### src/rtl/hss_pkg.sv
// Shared types for the wavelet frame controller.
// State encoding, clear length and sample width.
package hss_pkg;

  localparam int SAMPLE_W     = 16;
  localparam int CLEAR_CYCLES = 2;

  typedef enum logic [2:0] {
    ST_IDLE  = 3'd0,
    ST_CLEAR = 3'd1,
    ST_FEED  = 3'd2,
    ST_FLUSH = 3'd3,
    ST_DRAIN = 3'd4,
    ST_DONE  = 3'd5
  } state_e;

endpackage

### src/rtl/env_fifo.sv
// Envelope output FIFO, first-word fall-through.
// Push and pop in the same cycle are legal even when full.
module env_fifo #(
  parameter int DEPTH = 8,
  parameter int WIDTH = 16
) (
  input  logic                     clk,
  input  logic                     rst_n,
  input  logic                     clr,
  input  logic                     push,
  input  logic [WIDTH-1:0]         wdata,
  input  logic                     pop,
  output logic [WIDTH-1:0]         rdata,
  output logic                     full,
  output logic                     empty,
  output logic [$clog2(DEPTH):0]   count
);

  localparam int AW = $clog2(DEPTH);

  logic [WIDTH-1:0] mem_q [DEPTH];
  logic [AW-1:0]    wr_ptr_q, wr_ptr_d;
  logic [AW-1:0]    rd_ptr_q, rd_ptr_d;
  logic [AW:0]      cnt_q, cnt_d;
  logic             push_ok, pop_ok;

  assign empty = (cnt_q == '0);
  assign full  = (cnt_q == (AW+1)'(DEPTH));
  assign count = cnt_q;
  assign rdata = mem_q[rd_ptr_q];

  assign pop_ok  = pop & ~empty;
  assign push_ok = push & (~full | pop_ok);

  // Pointer and occupancy update; clear empties the FIFO.
  always_comb begin
    wr_ptr_d = wr_ptr_q;
    rd_ptr_d = rd_ptr_q;
    cnt_d    = cnt_q;
    if (clr) begin
      wr_ptr_d = '0;
      rd_ptr_d = '0;
      cnt_d    = '0;
    end else begin
      if (push_ok) wr_ptr_d = wr_ptr_q + AW'(1);
      if (pop_ok)  rd_ptr_d = rd_ptr_q + AW'(1);
      cnt_d = cnt_q + (AW+1)'(push_ok) - (AW+1)'(pop_ok);
    end
  end

  // Pointer/count registers.
  always_ff @(posedge clk or negedge rst_n) begin
    if (!rst_n) begin
      wr_ptr_q <= '0;
      rd_ptr_q <= '0;
      cnt_q    <= '0;
    end else begin
      wr_ptr_q <= wr_ptr_d;
      rd_ptr_q <= rd_ptr_d;
      cnt_q    <= cnt_d;
    end
  end

  // Storage array, no reset needed.
  always_ff @(posedge clk) begin
    if (push_ok && !clr) mem_q[wr_ptr_q] <= wdata;
  end

endmodule

### src/rtl/wavelet_frame_ctrl.sv
// Frame sequencer for the DB wavelet envelope datapath.
// Clears, feeds, flushes and drains one frame.
module wavelet_frame_ctrl
  import hss_pkg::*;
#(
  parameter int FRAME_LEN  = 1024,
  parameter int FLUSH_LEN  = 64,
  parameter int FIFO_DEPTH = 8,
  parameter int CNT_W      = $clog2(FRAME_LEN + FLUSH_LEN + 1)
) (
  input  logic                CLK,
  input  logic                RST,
  input  logic                start,
  input  logic                abort,
  input  logic                in_valid,
  input  logic [15:0]         in_data,
  output logic                in_ready,
  output logic                wv_rst_n,
  output logic                wv_ce,
  output logic [15:0]         wv_data,
  input  logic [15:0]         wv_out,
  input  logic                wv_we,
  output logic                out_valid,
  output logic [15:0]         out_data,
  input  logic                out_ready,
  output logic                busy,
  output logic                done,
  output logic [CNT_W-1:0]    out_count
);

  localparam int FAW = $clog2(FIFO_DEPTH);

  state_e             state_q, state_d;
  logic [1:0]         clr_cnt_q, clr_cnt_d;
  logic [CNT_W-1:0]   in_cnt_q, in_cnt_d;
  logic [CNT_W-1:0]   flush_cnt_q, flush_cnt_d;
  logic [CNT_W-1:0]   out_cnt_q, out_cnt_d;
  logic [15:0]        wv_data_q, wv_data_d;
  logic [15:0]        step_data;
  logic               fifo_clr;
  logic               fifo_push;
  logic               fifo_full;
  logic               fifo_empty;
  logic [FAW:0]       fifo_cnt;

  assign busy      = (state_q != ST_IDLE);
  assign out_valid = ~fifo_empty;
  assign out_count = out_cnt_q;

  // Next state, handshakes and counters.
  always_comb begin
    state_d     = state_q;
    clr_cnt_d   = clr_cnt_q;
    in_cnt_d    = in_cnt_q;
    flush_cnt_d = flush_cnt_q;
    out_cnt_d   = out_cnt_q;
    fifo_clr    = 1'b0;
    in_ready    = 1'b0;
    wv_ce       = 1'b0;
    wv_rst_n    = 1'b0;
    done        = 1'b0;
    step_data   = wv_data_q;

    unique case (state_q)
      ST_IDLE: begin
        if (start && !abort) begin
          state_d     = ST_CLEAR;
          clr_cnt_d   = '0;
          in_cnt_d    = '0;
          flush_cnt_d = '0;
          out_cnt_d   = '0;
          fifo_clr    = 1'b1;
        end
      end
      ST_CLEAR: begin
        if (clr_cnt_q == 2'(CLEAR_CYCLES - 1)) state_d = ST_FEED;
        else clr_cnt_d = clr_cnt_q + 2'd1;
      end
      ST_FEED: begin
        wv_rst_n  = 1'b1;
        in_ready  = ~fifo_full & ~abort;
        wv_ce     = in_valid & in_ready;
        step_data = in_data;
        if (wv_ce) begin
          in_cnt_d = in_cnt_q + CNT_W'(1);
          if (in_cnt_q == CNT_W'(FRAME_LEN - 1)) state_d = ST_FLUSH;
        end
      end
      ST_FLUSH: begin
        wv_rst_n  = 1'b1;
        wv_ce     = ~fifo_full & ~abort;
        step_data = '0;
        if (wv_ce) begin
          flush_cnt_d = flush_cnt_q + CNT_W'(1);
          if (flush_cnt_q == CNT_W'(FLUSH_LEN - 1)) state_d = ST_DRAIN;
        end
      end
      ST_DRAIN: begin
        wv_rst_n = 1'b1;
        if (fifo_cnt == '0) state_d = ST_DONE;
      end
      ST_DONE: begin
        wv_rst_n = 1'b1;
        done     = 1'b1;
        state_d  = ST_IDLE;
      end
      default: state_d = ST_IDLE;
    endcase

    fifo_push = wv_ce & wv_we;
    if (fifo_push) out_cnt_d = out_cnt_q + CNT_W'(1);

    if (abort && state_q != ST_IDLE) begin
      state_d  = ST_IDLE;
      fifo_clr = 1'b1;
      done     = 1'b0;
    end

    wv_data   = wv_ce ? step_data : wv_data_q;
    wv_data_d = wv_data;
  end

  // Controller state registers.
  always_ff @(posedge CLK or negedge RST) begin
    if (!RST) begin
      state_q     <= ST_IDLE;
      clr_cnt_q   <= '0;
      in_cnt_q    <= '0;
      flush_cnt_q <= '0;
      out_cnt_q   <= '0;
      wv_data_q   <= '0;
    end else begin
      state_q     <= state_d;
      clr_cnt_q   <= clr_cnt_d;
      in_cnt_q    <= in_cnt_d;
      flush_cnt_q <= flush_cnt_d;
      out_cnt_q   <= out_cnt_d;
      wv_data_q   <= wv_data_d;
    end
  end

  env_fifo #(
    .DEPTH (FIFO_DEPTH),
    .WIDTH (SAMPLE_W)
  ) u_fifo (
    .clk   (CLK),
    .rst_n (RST),
    .clr   (fifo_clr),
    .push  (fifo_push),
    .wdata (wv_out),
    .pop   (out_ready),
    .rdata (out_data),
    .full  (fifo_full),
    .empty (fifo_empty),
    .count (fifo_cnt)
  );

endmodule

### config.mk
export PLATFORM = sky130hd
export DESIGN_NAME = wavelet_frame_ctrl
export DESIGN_NICKNAME = d
export VERILOG_FILES = /design/src/rtl/hss_pkg.sv /design/src/rtl/env_fifo.sv /design/src/rtl/wavelet_frame_ctrl.sv
export SDC_FILE = /design/constraint.sdc
export NUM_CORES = 1
export LEC_CHECK = 0
export ABC_AREA = 1
export CELL_PAD_IN_SITES_DETAIL_PLACEMENT = 2
export CELL_PAD_IN_SITES_GLOBAL_PLACEMENT = 2
export CORE_UTILIZATION = 34
export DETAILED_ROUTE_END_ITERATION = 6
export PLACE_DENSITY = 0.85
export SLEW_MARGIN = 25
export SYNTH_ARGS = -nofsm -noshare
export SYNTH_HDL_FRONTEND = slang
export SYNTH_SLANG_ARGS = --single-unit
export TNS_END_PERCENT = 20
### constraint.sdc
create_clock -name CLK -period 2.4 [get_ports CLK]
set_input_delay 0.48 -clock CLK [delete_from_list [all_inputs] [get_ports CLK]]
set_output_delay 0.48 -clock CLK [all_outputs]
set_load 0.1 [all_outputs]
Drive-strength map:
Scale bar: 50 µm.
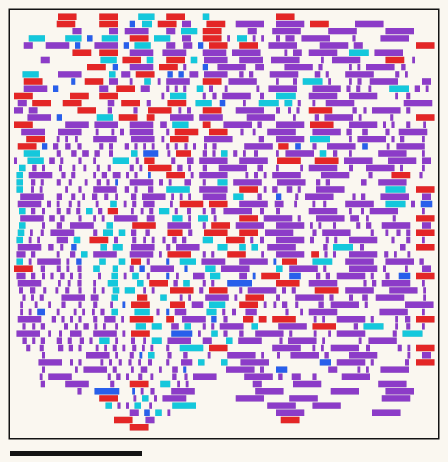
red -> x6 and larger  # cells 107, share 11%
purple -> x1 and smaller  # cells 741, share 74%
cyan -> x3 and x4  # cells 107, share 11%
blue -> x2  # cells 44, share 4.4%
Area growth, synth to finish: 41.5%
worst setup margin: -0.223 ns
Non-Filler Cell Area, Final: 12300 µm²
Non-CTS buffers: 144

Where the registers sit:
Scale bar: 50 µm.
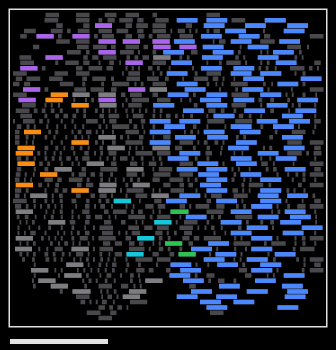
orange -> out_count  # flops 11, where left middle
purple -> wv_data_q  # flops 16
green -> u_fifo.rd_ptr_q  # flops 3
cyan -> u_fifo.count  # flops 4
blue -> u_fifo.mem_q  # flops 128
power in sequential cells: 4170 µW
Final Core Density: 48.8%
flip-flop and latch share of the layout cell area: 44.4%

Clock wiring as the flow saved it:
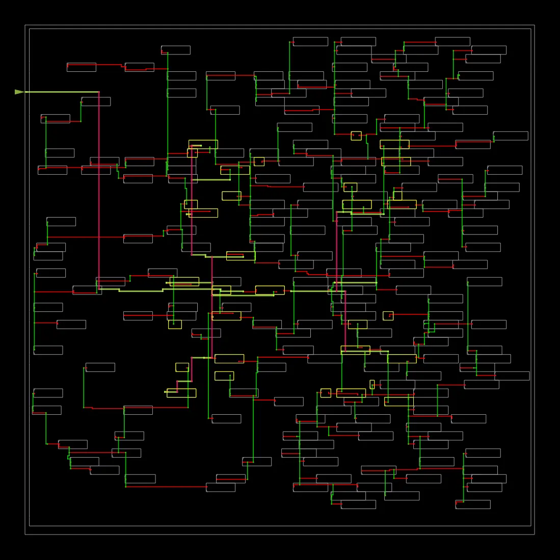
clock network power consumption: 2910 µW
count of flip-flops and latches: 192

Clock network drawn from the DEF:
Scale bar: 50 µm.
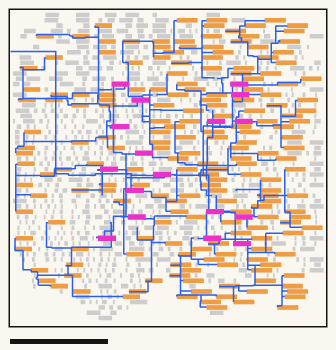
blue -> clock wires  # length 2550 µm
orange -> flip-flops  # count 192
magenta -> clock-net drivers  # count 17
flops lie = all over the die
clock share of power: 18.2%
Post-Route Skew: 0.0151 ns
worst skew pair latency: 0.44 ns

Layout detail:
Window x 106 to 136, y 25 to 55 µm. Cells in gray, sequential cells in the stronger gray; small squares are vias.
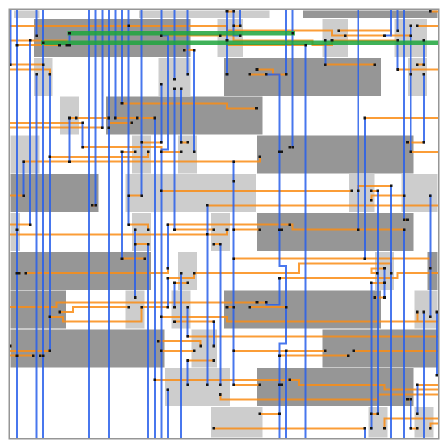
blue -> M2
orange -> M1
green -> M3
cells with their middle in the window = 35
netlist names of flops here include = u_fifo.mem_q (11)
most frequent = nor2_1 (13), edfxtp_1 (11), o21ai_0 (5)
sequential cells in the window = 11

==> results_dict.tcl <==
# collected from the flow reports
set metrics [dict create \
    top_cells_by_count "150 x nor2_1, 141 x nand2_1, 128 x edfxtp_1, 82 x o21ai_0, 70 x nand3_1" \
    run_status "complete, but fails checks" \
    timing.final.ws_setup_ns -0.223 \
    met2_usage_pct 47.4 \
    start_kind "register" \
    fp.coreArea_um2 25100 \
    finalSetupViolations 35 \
    r2r_slack_ns -0.04 \
    violations_in_the_final_reports "setup timing" \
    clkTransAtPathRegs_ns 0.08 \
    final.setup.tns_ns -4.72 \
    largest_register_ffs 128 \
    combPwrFrac_pct 55.8 \
    final_hold_viol_count 0 \
    tool_warnings 30 \
    dp_hpwl_um 19600 \
    timing.hold.worst.class "in2async" \
    fillCellCount 2464 \
    routed_wire_length_um 31200 \
    dp.cells 1283 \
    worst_hold_slack_ns 0.505 \
    maxCapViolations 0 \
    synth.lib_cells_used.distinct 37 \
    cp_top_family "simple AND/OR/NAND/NOR gates" \
    path_max_fanout 8 \
    cpMaxStageDelayCell "dfrtp_1" \
    grt_busiest_layer "met2" \
    maxSlewHeadroom_pct 57.7 \
    yosysTopAreaCellShare_pct 44.3 \
    fin_total_pwr_uw 16000 \
]
Power is estimated from default activity; no workload was simulated.
